[src/rtl/gray_step_tracker.sv]
// gray_step_tracker
//   Synchronises a Gray-coded bus, decodes it to binary and checks that
//   every change is a single-bit Gray step. Reports step direction, counts
//   valid steps and enters a latched fault after ERR_LIMIT illegal steps
//   in a row.
//
//   Optional feature: define GRAY_TRACK_PARITY_EN to add the bin_par
//   output (even parity of bin_out, registered with it).
//
//   state      | meaning
//   -----------+------------------------------------------------------
//   ST_ACQUIRE | not tracking; loads the synchronised value when en=1
//   ST_TRACK   | bin_out valid; evaluates each Gray change
//   ST_FAULT   | too many illegal steps; outputs frozen until clr/rst
module gray_step_tracker #(
    parameter int W           = 4,
    parameter int SYNC_STAGES = 2,
    parameter int ERR_LIMIT   = 3
) (
    input  logic         clk,
    input  logic         rst,
    input  logic [W-1:0] g_in,
    input  logic         en,
    input  logic         clr,
    output logic [W-1:0] bin_out,
    output logic         bin_valid,
    output logic         dir_up,
    output logic [7:0]   step_cnt,
    output logic [3:0]   err_cnt,
    output logic         fault
`ifdef GRAY_TRACK_PARITY_EN
    ,
    output logic         bin_par
`endif
);

    typedef enum logic [1:0] {
        ST_ACQUIRE = 2'd0,
        ST_TRACK   = 2'd1,
        ST_FAULT   = 2'd2
    } state_t;

    state_t       state_q, state_d;
    logic [W-1:0] sync_q [SYNC_STAGES];
    logic [W-1:0] gs;
    logic [W-1:0] g_prev_q, g_prev_d;
    logic [W-1:0] bin_d;
    logic         dir_up_d;
    logic [7:0]   step_cnt_d;
    logic [3:0]   err_cnt_d;

    logic [W-1:0] gs_dec;
    logic [W-1:0] g_diff;
    logic         diff_zero;
    logic         diff_single;
    logic [7:0]   step_inc;
    logic [3:0]   err_inc;

    // Gray to binary: each binary bit is the XOR of all Gray bits at or above it.
    function automatic logic [W-1:0] gray_to_bin(input logic [W-1:0] g);
        logic [W-1:0] b;
        b[W-1] = g[W-1];
        for (int i = W - 2; i >= 0; i--) begin
            b[i] = b[i+1] ^ g[i];
        end
        return b;
    endfunction

    // Synchroniser chain; g_in may be asynchronous to clk.
    always_ff @(posedge clk or posedge rst) begin
        if (rst) begin
            for (int i = 0; i < SYNC_STAGES; i++) begin
                sync_q[i] <= '0;
            end
        end else begin
            sync_q[0] <= g_in;
            for (int i = 1; i < SYNC_STAGES; i++) begin
                sync_q[i] <= sync_q[i-1];
            end
        end
    end

    assign gs     = sync_q[SYNC_STAGES-1];
    assign gs_dec = gray_to_bin(gs);
    assign g_diff = gs ^ g_prev_q;

    // A single-bit difference is a non-zero power of two.
    assign diff_zero   = (g_diff == '0);
    assign diff_single = !diff_zero && ((g_diff & (g_diff - W'(1))) == '0);

    assign step_inc = (step_cnt == 8'hFF) ? step_cnt : step_cnt + 8'd1;
    assign err_inc  = (err_cnt == 4'hF) ? err_cnt : err_cnt + 4'd1;

    // Next-state and datapath decisions; clr outranks en and step evaluation.
    always_comb begin
        state_d    = state_q;
        g_prev_d   = g_prev_q;
        bin_d      = bin_out;
        dir_up_d   = dir_up;
        step_cnt_d = step_cnt;
        err_cnt_d  = err_cnt;

        if (clr) begin
            state_d    = ST_ACQUIRE;
            step_cnt_d = '0;
            err_cnt_d  = '0;
        end else begin
            case (state_q)
                ST_ACQUIRE: begin
                    if (en) begin
                        g_prev_d = gs;
                        bin_d    = gs_dec;
                        state_d  = ST_TRACK;
                    end
                end
                ST_TRACK: begin
                    if (!en) begin
                        state_d = ST_ACQUIRE;
                    end else if (diff_single) begin
                        g_prev_d   = gs;
                        bin_d      = gs_dec;
                        dir_up_d   = (gs_dec == bin_out + W'(1));
                        step_cnt_d = step_inc;
                        err_cnt_d  = '0;
                    end else if (!diff_zero) begin
                        err_cnt_d = err_inc;
                        if (int'(err_cnt) + 1 == ERR_LIMIT) begin
                            state_d = ST_FAULT;
                        end
                    end
                end
                ST_FAULT: begin
                    state_d = ST_FAULT;
                end
                default: begin
                    state_d = ST_ACQUIRE;
                end
            endcase
        end
    end

    // State and tracked-value registers.
    always_ff @(posedge clk or posedge rst) begin
        if (rst) begin
            state_q  <= ST_ACQUIRE;
            g_prev_q <= '0;
            bin_out  <= '0;
            dir_up   <= 1'b0;
            step_cnt <= '0;
            err_cnt  <= '0;
        end else begin
            state_q  <= state_d;
            g_prev_q <= g_prev_d;
            bin_out  <= bin_d;
            dir_up   <= dir_up_d;
            step_cnt <= step_cnt_d;
            err_cnt  <= err_cnt_d;
        end
    end

    assign bin_valid = (state_q == ST_TRACK);
    assign fault     = (state_q == ST_FAULT);

`ifdef GRAY_TRACK_PARITY_EN
    // Parity tracks the value being loaded into bin_out so both change together.
    always_ff @(posedge clk or posedge rst) begin
        if (rst) begin
            bin_par <= 1'b0;
        end else begin
            bin_par <= ^bin_d;
        end
    end
`endif

endmodule
[config.mk]
export PLATFORM = sky130hd
export DESIGN_NAME = gray_step_tracker
export DESIGN_NICKNAME = d
export VERILOG_FILES = /design/src/rtl/gray_step_tracker.sv
export SDC_FILE = /design/constraint.sdc
export NUM_CORES = 1
export LEC_CHECK = 0
export CAP_MARGIN = 40
export CORE_MARGIN = 5
export CORE_UTILIZATION = 47
export DETAILED_ROUTE_END_ITERATION = 10
export PLACE_DENSITY = 0.75
export SLEW_MARGIN = 10
export SYNTH_ARGS = -nofsm -noshare
export SYNTH_HDL_FRONTEND = slang
export SYNTH_SLANG_ARGS = --single-unit
[constraint.sdc]
create_clock -name clk -period 1.75 [get_ports clk]
set_input_delay 0.35 -clock clk [delete_from_list [all_inputs] [get_ports clk]]
set_output_delay 0.35 -clock clk [all_outputs]
set_load 0.01 [all_outputs]
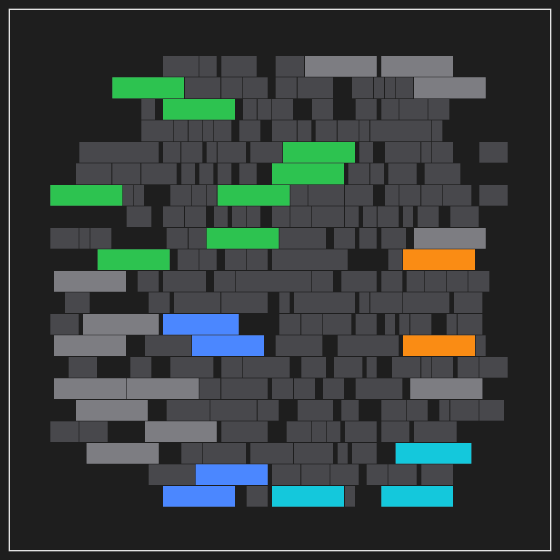
Fig. 1. Where the registers sit (run 1).
[state_q] orange | flops: 2
[step_cnt] green | flops: 8
[g_prev_q] blue | flops: 4
[bin_out] cyan | flops: 3
FF+latch area: 754 um^2
flip-flop and latch power: 0.862 mW

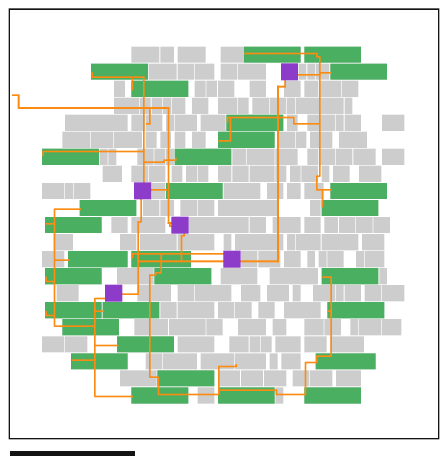
Fig. 2. Routed clock nets over the placement (run 1).
Scale bar: 20 um.
[clock wires] orange | length: 426 um
[clock-net drivers] purple | count: 5
[flip-flops] green | count: 30
flops lie: all over the die
power of the clock network: 0.453 mW
insertion delay of the later-clocked pin in the worst-skew pair: 0.34 ns
Clk network pwr share: 18.5%
Max Clock Skew: 0.0155 ns

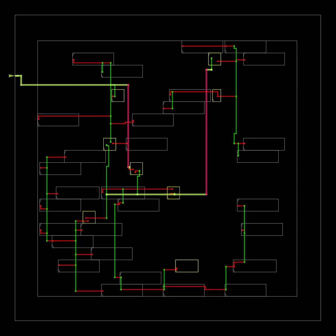
Fig. 3. Clock routing (run 1).
number of buffers inserted during clock tree synthesis: 5
flop count: 30
count of clock-net buffers in the final layout: 6
clk sinks: 30

==> run notes, run 1 <==
Latest figures from synthesis and place and route.

Per the detail_route report, vias per standard cell equal 5.37. The summed negative setup slack over all endpoints is -0.739 ns. The HPWL after detailed placement is 2570 um.

The post-synthesis share of cell area spent on xor and xnor gates is 9.08%. At the end of the flow the core is filled with cells to 74.9%. The register share of total power is 35.1%. The iteration tally of the first detailed-router pass is 4. The final max-slew violation count is 0. In the Yosys report, the sequential cells make up 46.9% of the chip area.

In the per-layer breakdown of the detailed-route log, met1 shows 1710 um. Looking at the critical path, the single cell with the biggest stage delay is dfrtp_1. The data arrival time reported for the critical path is slightly above 2 ns.

For this run the aggregate overflow at the end of global routing stands at 0. Per the detail_route report, DRC violations left total 0. The maximum buffer depth of the clock tree is 2. Counting flops with an async set or reset pin after synthesis yields a share of 100%. The run finished, with violations left.

By area the synthesized netlist is led by dfrtp_1 47%, mux2_4 5.6%, xnor2_1 3.8%. Counting flops with a built-in enable in the synthesized netlist gives 0. The effective utilization at floorplan is 48.3%. Sorting the synthesis cell report by count puts at the top dfrtp_1. The minimum hold slack is 0.354 ns. The design draws ~2.5 mW. Setup repair after global routing could not meet its margin everywhere. The internal power is 1.57 mW.

The first-pass GRT wire length is 6480 um. The total number of placement rows is 21. Among all stages on the critical path, the maximum delay recorded is around 0.43 ns. The area added between synthesis and finish is 55.1%. The non-clock buffer total of the final layout is 66. The final-layout clock-cell area share is ~2.6%.

The final reports fail on setup timing. The detailed router reports a met3 wire length of around 180 um. In the post-route analysis, the smallest setup slack over all paths is -0.0905 ns. The wire length recorded after detailed routing is 4180 um. The post-layout period usage of the worst path is 105%.

The class of the tightest hold or removal check is reg -> reg. The finished cells cover 0.00248 mm^2. For this run, the number of standard cells in the final layout without fillers is 264. The warning count from the yosys run is 0. The non-clock inverter total of the final layout is 6.

Per the synthesis report, the dominant area consumer among library cells is dfrtp_1. The timing report lists the critical path depth as 6 cells. The transition time recorded at the tightest slew-check pin is around 0.39 ns. The net switching share of the total power is between 30% and 40%. The power report puts the net switching power at slightly below 0.9 mW.

Counting endpoints that fail hold in the final report gives 0. The most common logic cell in the routed design is buf_4. The H-tree generated during clock tree synthesis spans 2 levels.

The maximum VDD drop is 0.000620 V. After the first detailed-routing iteration, the DRC count stood at 95. The headroom to the max-slew limit is between 70% and 80%. For reference, the mux area share after synthesis is 7.51%.

Looking at the worst setup and hold paths, the clock pins of their registers show a slew of ~0.11 ns. The total of endpoints with negative setup slack in the final report is 14. The worst hold path was traced through 0 stages.
==> inputs of run 2 (changes only) <==
Settings changed: CTS_CLUSTER_SIZE set to 10.
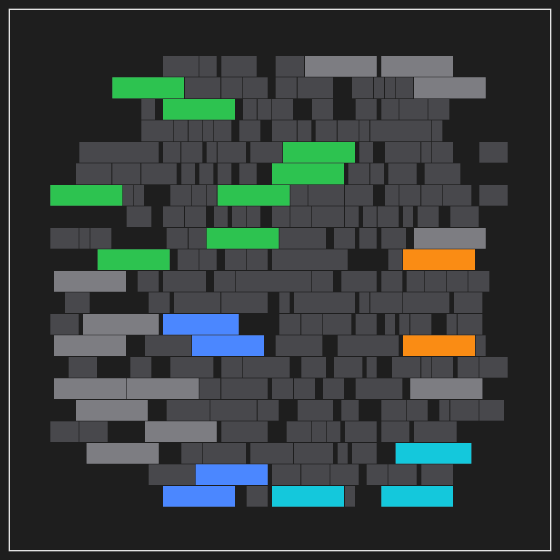
Fig. 4. Where the registers sit (run 2).
[bin_out] cyan | flops: 3
[state_q] orange | flops: 2
[step_cnt] green | flops: 8
[g_prev_q] blue | flops: 4

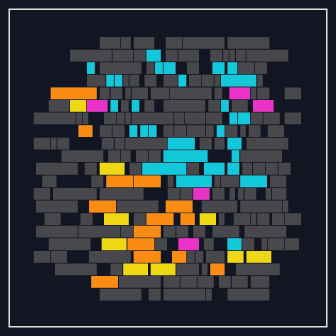
Fig. 5. Logic cells by family (run 2).
[mux cells] yellow | cells: 9 | most used: mux2_4
[xor and xnor cells] orange | cells: 14 | most used: xnor2_2
[fa/ha/maj cells] magenta | cells: 5 | most used: ha_1
[aoi and oai cells] cyan | cells: 29 | most used: a21oi_1
Commonest Layout Cell: buf_4
logic gate fraction of the total cell area: 40.0%

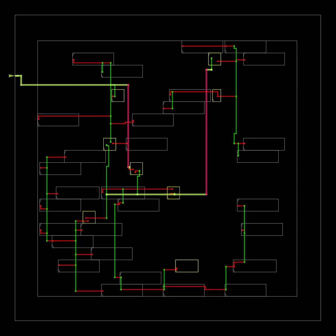
Fig. 6. Clock routing (run 2).

==> run 2 against run 1 <==
  * The run still ends with setup timing left
  * Largest power group unchanged
  * Critical path type unchanged
  * Critical endpoint unchanged
  * Via count did not move
  * Sequential power about the same
  * Design area is the same
  * Clock-buffer cell count is the same
==> run notes, run 2 <==
Latest figures from synthesis and place and route.

The cell family with the largest share of critical-path delay is flip-flops (unchanged). The final worst clock skew is 0.0155 ns (unchanged). The sum of routed wire segments on met1 came to 1710 um (unchanged). The top achievable clock speed came to 0.543 GHz (unchanged). The met2 global-route usage was 32.0% (unchanged). The final max-slew violation count was 0 (unchanged).

The maximum fanout along the worst path is 7 (unchanged). The tap cell count is 46 (unchanged). The most frequent cell after synthesis is dfrtp_1 (unchanged). Main area contributors: dfrtp_1 47%, mux2_4 5.6%, xnor2_1 3.8% (unchanged). The total clock sinks is 30 (unchanged). The insertion delay of the later-clocked pin in the worst-skew pair was 0.34 ns (about the same). The count of cells along the worst hold path is 0 (unchanged). The non-clock inverter total of the final layout is 6 (unchanged). The average wire per cell in the routed design is 15.8 um (unchanged).

The largest net degree at the start of global routing is 31 (unchanged). RSZ-0062 raised after global routing: yes (unchanged). The maximum VDD drop is 0.000620 V (unchanged). The total of endpoints with negative setup slack in the final report is 14 (unchanged). The worst reg2reg path startpoint is g_prev_q[1] (unchanged). The register share of total power is 35.1% (about the same). The total power consumption of the routed design is 2.45 mW (unchanged). The power consumed by sequential cells was 0.862 mW (about the same). The clock group share of total power was 18.5% (about the same).

The area fraction in mux cells is 7.51% (unchanged). The class of the tightest hold or removal check is reg -> reg (unchanged). The headroom to the max-slew limit is 74.0% (unchanged). The shortest period the worst path allows was 1.84 ns (unchanged). The CTS clock-pin slew for the worst setup and hold paths is 0.11 ns (about the same).

The net switching share of the total power is 36.1% (unchanged). The setup slack of the critical path after layout is -0.0905 ns (unchanged). The register area share after synthesis is 46.9% (unchanged).

The number of remaining DRC errors is 0 (unchanged). The effective utilization at floorplan is 48.3% (unchanged). The layout buffering overhead excluding clock cells is 23.8% (unchanged). The cell type contributing the most total cell area after synthesis is dfrtp_1 (unchanged). Status: finished with violations (unchanged). The sink of the worst hold path is gs[1] (unchanged). The area added between synthesis and finish is 55.1% (unchanged). The total length of routed wires is 4180 um (unchanged). The post-detailed-route via-to-cell ratio was 5.37 (unchanged). The warning count from the yosys run is 0 (unchanged). The cell resize tally after clock tree synthesis is 15 (unchanged). The total length of routed met2 wires is 2160 um (unchanged). The number of enable flip-flop cells is 0 (unchanged). The fraction of power consumed by combinational cells is 46.4% (about the same). The first-iteration detailed-routing DRC count is 95 (unchanged). The combined flip-flop and latch cell area is 754 um^2 (unchanged).

The flop count is 30 (unchanged). The internal power is 1.57 mW (unchanged). The number of buffers created by CTS came to 5 (unchanged). The final hold violation count is 0 (unchanged). The share of the core filled with cells in the final layout is 74.9% (unchanged). The post-synthesis async set-or-reset flop share is 100% (unchanged). The critical path arrival is 2.06 ns (about the same). The portion of synthesized cell area occupied by the leading cell type is 46.9% (unchanged). The non-clock buffer total of the final layout is 66 (unchanged). The cell with the largest stage delay on the worst path is dfrtp_1 (unchanged). The clock network power consumption is 0.453 mW (about the same). The delay of the slowest cell on the worst path is 0.43 ns (about the same). The post-synthesis share of cell area spent on xor and xnor gates is 9.08% (unchanged). The minimum hold slack was 0.354 ns (unchanged). The placed wire-length estimate after detailed placement came to 2570 um (unchanged). The sum of met3 wire segment lengths after detailed routing was 184 um (unchanged). The mean post-synth cell area is 10.9 um^2 (unchanged). The iteration tally of the first detailed-router pass was 4 (unchanged). The post-synthesis share of cell area spent on full adders, half adders and majority gates is 3.76% (unchanged). The post-layout period usage of the worst path came to 105% (unchanged).

The post-CTS setup-driven buffer insertion count was 5 (unchanged). The total number of placement rows is 21 (unchanged). The worst endpoint required time is 1.97 ns (about the same). The pin slew with the least headroom to its limit is 0.390 ns (unchanged). The H-tree depth is 2 (unchanged). The first-pass GRT wire length is 6480 um (unchanged). The switching power total came to 0.886 mW (unchanged).

The cell count along the critical path is 6 (unchanged). The clock tree buffer count of the final layout is 6 (unchanged). The total die size is 0.00467 mm^2 (unchanged). The non-filler instance count after layout is 264 (unchanged).

The kind of capture point of the worst setup path is a flip-flop (unchanged). The maximum buffer depth of the clock tree was 2 (unchanged). The residual overflow from global routing is 0 (unchanged).

The final-layout clock-cell area share is 2.57% (unchanged). The final instance area is 0.00248 mm^2 (unchanged). Violated checks: setup timing (unchanged). The summed negative setup slack over all endpoints was -0.739 ns (unchanged).
Fig. 7: run 2, routed clock nets over the placement
Scale bar: 20 um.
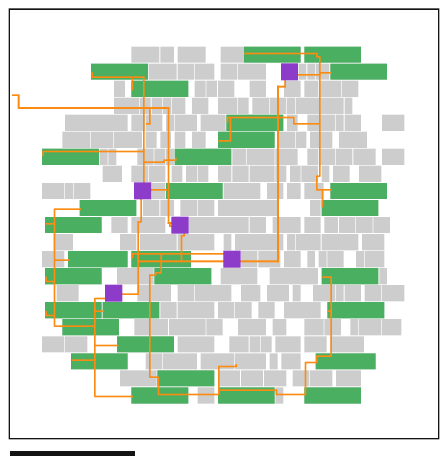

==> inputs of run 3 (changes only) <==
Settings changed: REMOVE_ABC_BUFFERS set to 1.
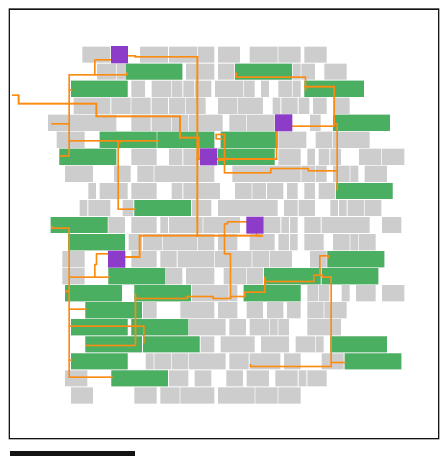
Fig. 8. Routed clock nets over the placement (run 3).
Scale bar: 20 um.
[clock wires] orange | length: 438 um
[clock-net drivers] purple | count: 5
[flip-flops] green | count: 30
routed clock nets: 6
flops lie: all over the die
Clk network pwr share: 28.9%
insertion delay of the later-clocked pin in the worst-skew pair: 0.35 ns
power of the clock network: 0.751 mW
Max Clock Skew: 0.0213 ns

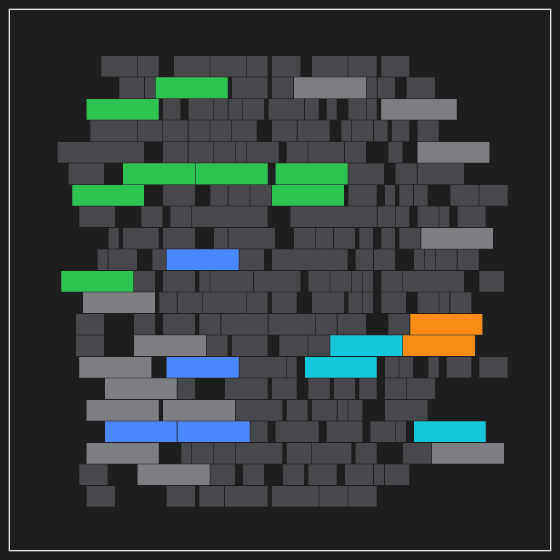
Fig. 9. Where the registers sit (run 3).
[step_cnt] green | flops: 8
[bin_out] cyan | flops: 3
[g_prev_q] blue | flops: 4
[state_q] orange | flops: 2

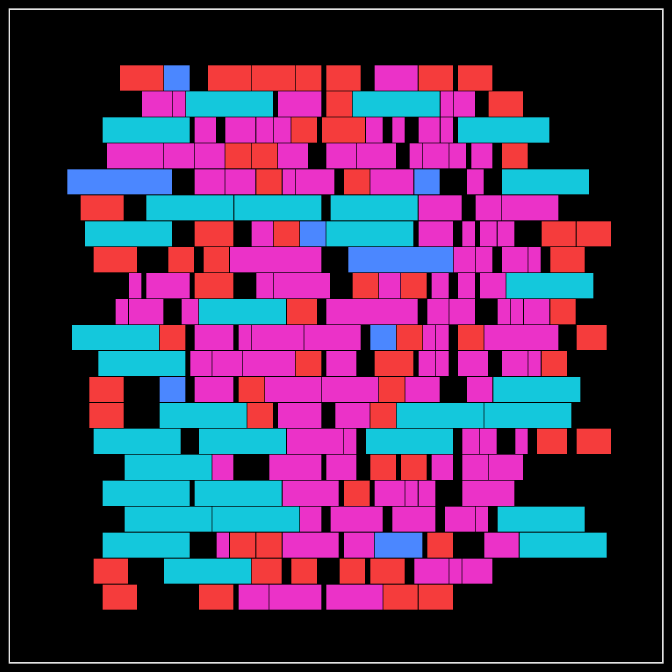
Fig. 10. Cell classes on the final placement (run 3).
[clock drivers and dummy loads] blue | cells: 8 | share of their area: 4.7%
[registers] cyan | cells: 30 | share of their area: 31%
[remaining logic cells] magenta | cells: 114 | share of their area: 41%
[remaining buffers and delay cells] red | cells: 60 | share of their area: 22%
final std cell area, no fill: 0.00244 mm^2
Layout Utilization: 73.8%
sequential share of cell area: 30.8%
number of rows in the core area: 21
Placeable Area: 0.00331 mm^2

==> run 3 against run 2 <==
  * The flow still finishes with violations (setup timing)
  * Clock-buffer cell count unchanged
  * Critical path depth down 1
  * Non-clock buffer count down 6
  * Via count up 1.5%
  * Register-to-register slack worse by 0.07 ns
  * Global-route usage up 0.94 points
  * Maximum frequency down 3.4%
  * Highest routed layer unchanged
==> run notes, run 3 <==
Latest figures from synthesis and place and route.

The post-synthesis share of cell area spent on full adders, half adders and majority gates is 3.76% (unchanged). The first-iteration detailed-routing DRC count was 165 (was 95). The tap cell count is 46 (unchanged).

The non-clock buffer total of the final layout is 60 (was 66). The total power consumption of the routed design is 2.59 mW (was 2.45 mW). The total length of routed wires is 4510 um (was 4180 um). The switching power total was 0.830 mW (was 0.886 mW). The cell type contributing the most total cell area after synthesis is dfrtp_1 (unchanged). The number of enable flip-flop cells was 0 (unchanged).

The kind of capture point of the worst setup path was a flip-flop (unchanged). Status: finished with violations (unchanged). The non-clock inverter total of the final layout is 6 (unchanged). The combined flip-flop and latch cell area is 752 um^2 (was 754 um^2). The CTS clock-pin slew for the worst setup and hold paths is 0.12 ns (was 0.11 ns). The number of remaining DRC errors is 0 (unchanged). The setup slack of the critical path after layout was -0.156 ns (was -0.0905 ns). The post-synthesis async set-or-reset flop share is 100% (unchanged).

Violated checks: setup timing (unchanged). The total of endpoints with negative setup slack in the final report is 15 (was 14). The cell resize tally after clock tree synthesis is 13 (was 15). The effective utilization at floorplan was 48.3% (unchanged).

The residual overflow from global routing was 0 (unchanged). The pin slew with the least headroom to its limit is 0.386 ns (was 0.390 ns). The largest net degree at the start of global routing was 31 (unchanged). The post-detailed-route via-to-cell ratio was 5.57 (was 5.37). The total length of routed met2 wires is 2390 um (was 2160 um). The fraction of power consumed by combinational cells is 38.4% (was 46.4%). Main area contributors: dfrtp_1 47%, mux2_4 5.6%, xnor2_1 3.8% (unchanged). The cell family with the largest share of critical-path delay is AND-OR/OR-AND gates (was flip-flops).

The area added between synthesis and finish is 52.9% (was 55.1%). The maximum buffer depth of the clock tree is 2 (unchanged). The sum of met3 wire segment lengths after detailed routing was 252 um (was 184 um). The critical path arrival was 2.13 ns (was 2.06 ns). The worst reg2reg path startpoint is g_prev_q[3] (was g_prev_q[1]). The iteration tally of the first detailed-router pass is 5 (was 4).
Power and IR drop assume default switching activity.
